==> config.mk <==
export PLATFORM = sky130hd
export DESIGN_NAME = mul_pipe
export DESIGN_NICKNAME = d
export VERILOG_FILES = /design/src/rtl/mul_pipe.sv
export SDC_FILE = /design/constraint.sdc
export NUM_CORES = 2
export LEC_CHECK = 0
export ABC_AREA = 1
export CAP_MARGIN = 0
export CORE_MARGIN = 1.5
export CORE_UTILIZATION = 70
export DETAILED_ROUTE_END_ITERATION = 8
export GPL_TIMING_DRIVEN = 0
export PLACE_DENSITY_LB_ADDON = 0.08
export SETUP_SLACK_MARGIN = 0.5
export SYNTH_ARGS = -nofsm -noshare
export SYNTH_HDL_FRONTEND = slang
export SYNTH_SLANG_ARGS = --single-unit
==> constraint.sdc <==
create_clock -name clk -period 15.9 [get_ports clk]
set_input_delay 3.18 -clock clk [delete_from_list [all_inputs] [get_ports clk]]
set_output_delay 3.18 -clock clk [all_outputs]
set_load 0.03 [all_outputs]
util_map.png
(1 px per um) The die is cut into 28 by 28 equal tiles; black is low, pale yellow is high, 0 to 100% covered.
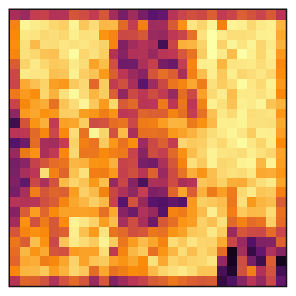
fullest tile = 100%
mean over tiles = 72%
emptiest ninth of the die = north
tiles over 75% full = 52%
core area: 73300 um^2
Pre-Place Util: 0.710
final core utilization: 0.759

clock_nets.png
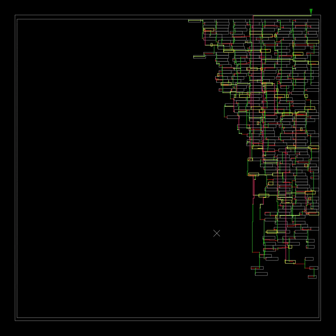
CTS sink count: 320
seq_cells: 320
Clk Latency, worst-skew pair: 580 ps

class_map.png
(1.5 px per um) Fill, decap, tap and diode cells in gray.
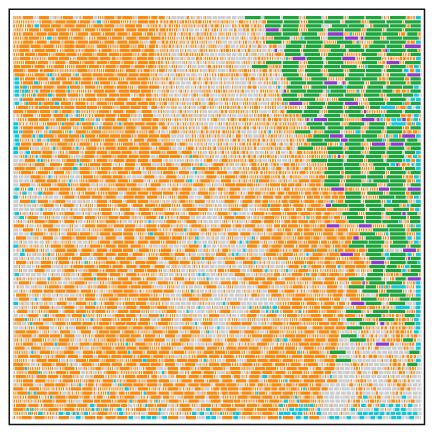
purple -> clock drivers and dummy loads  # cells 46, share of their area 1.5%
orange -> remaining logic cells  # cells 5716, share of their area 77%
green -> registers  # cells 320, share of their area 17%
cyan -> remaining buffers and delay cells  # cells 378, share of their area 4.5%
final instance area: 55700 um^2
row cnt: 99
Seq/total area: 0.165

closeup.png
Window x 125 to 150, y 125 to 150 um. Cells in gray, sequential cells in the stronger gray; small squares are vias.
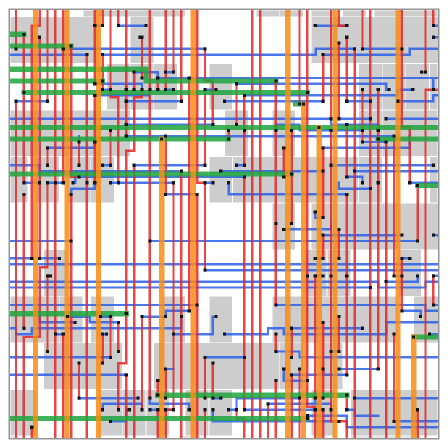
blue -> M1
red -> M2
orange -> M4
green -> M3
cells with their middle in the window = 43
most frequent = nand2_1 (24), inv_1 (10), fa_1 (8)
sequential cells in the window = 0

clock_wires.png
(2 px per um)
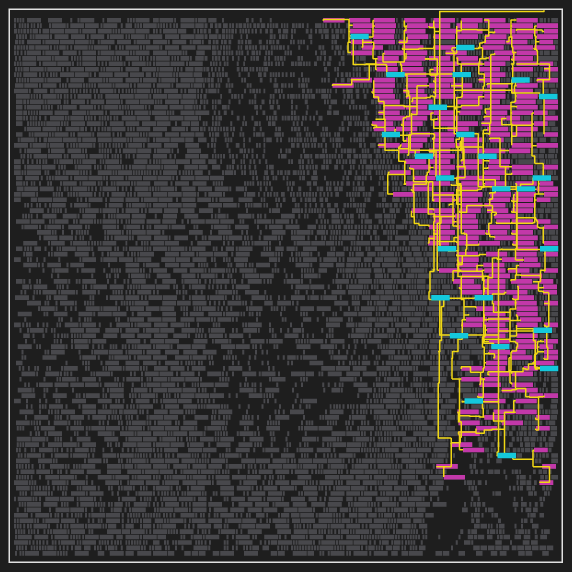
magenta -> flip-flops  # count 320
cyan -> clock-net drivers  # count 25
yellow -> clock wires  # length 3740 um
routed clock nets = 26
skew final: 16.7 ps

==> out/metrics.csv <==
stage;metric;value;unit
routing;maxUsedRoutingLayer;met5;
timing;slew_viol_final;55;
routing;vias;44900;
finish;buf_share;0.0436;
yosys;synthTopLogicFamily;adder cells;
floorplan;die-area;76000;um^2
clocking;cts_tree;done;
finish;layout.area.comb;34500;um^2
timing;period_minus_slack;11970;ps
setup_path;cpPeakStageDelay;970;ps
global_routing;top_usage_layer;met2;
finish;clk_share;0.0146;
yosys;synth_warnings;0;
routing;drcViolationCount;1;
finish;comb-cell-share;0.620;
clocking;htreeDepth;1;
floorplan;io_pins;146;
global_routing;grt_use_total;0.531;
finish;largest_register_ffs;256;
finish;lay_top_count;inv_1;
run_status;violations;design-rule violations, max-capacitance violations, max-slew violations;
min_path;whs_path_depth;2;
setup_path;end_kind;flip-flop;
global_routing;grt_util_met2;0.806;
global_routing;grt_pass1_wl;287000;um
timing;fin_crit_sh;0.753;
clocking;path_clk_slew;70;ps
yosys;area_leaders;fa_1, edfxtp_1, inv_1, nand2_1, ha_1;
flow_run;cap_viol_max_count;5;
setup_path;crit_top_cell;fa_1;
yosys;synthArstFlopShare;0;
setup_path;worst-path-stages;26;
run_status;status;finished, violations left;
routing;met3_wirelength;28500;um
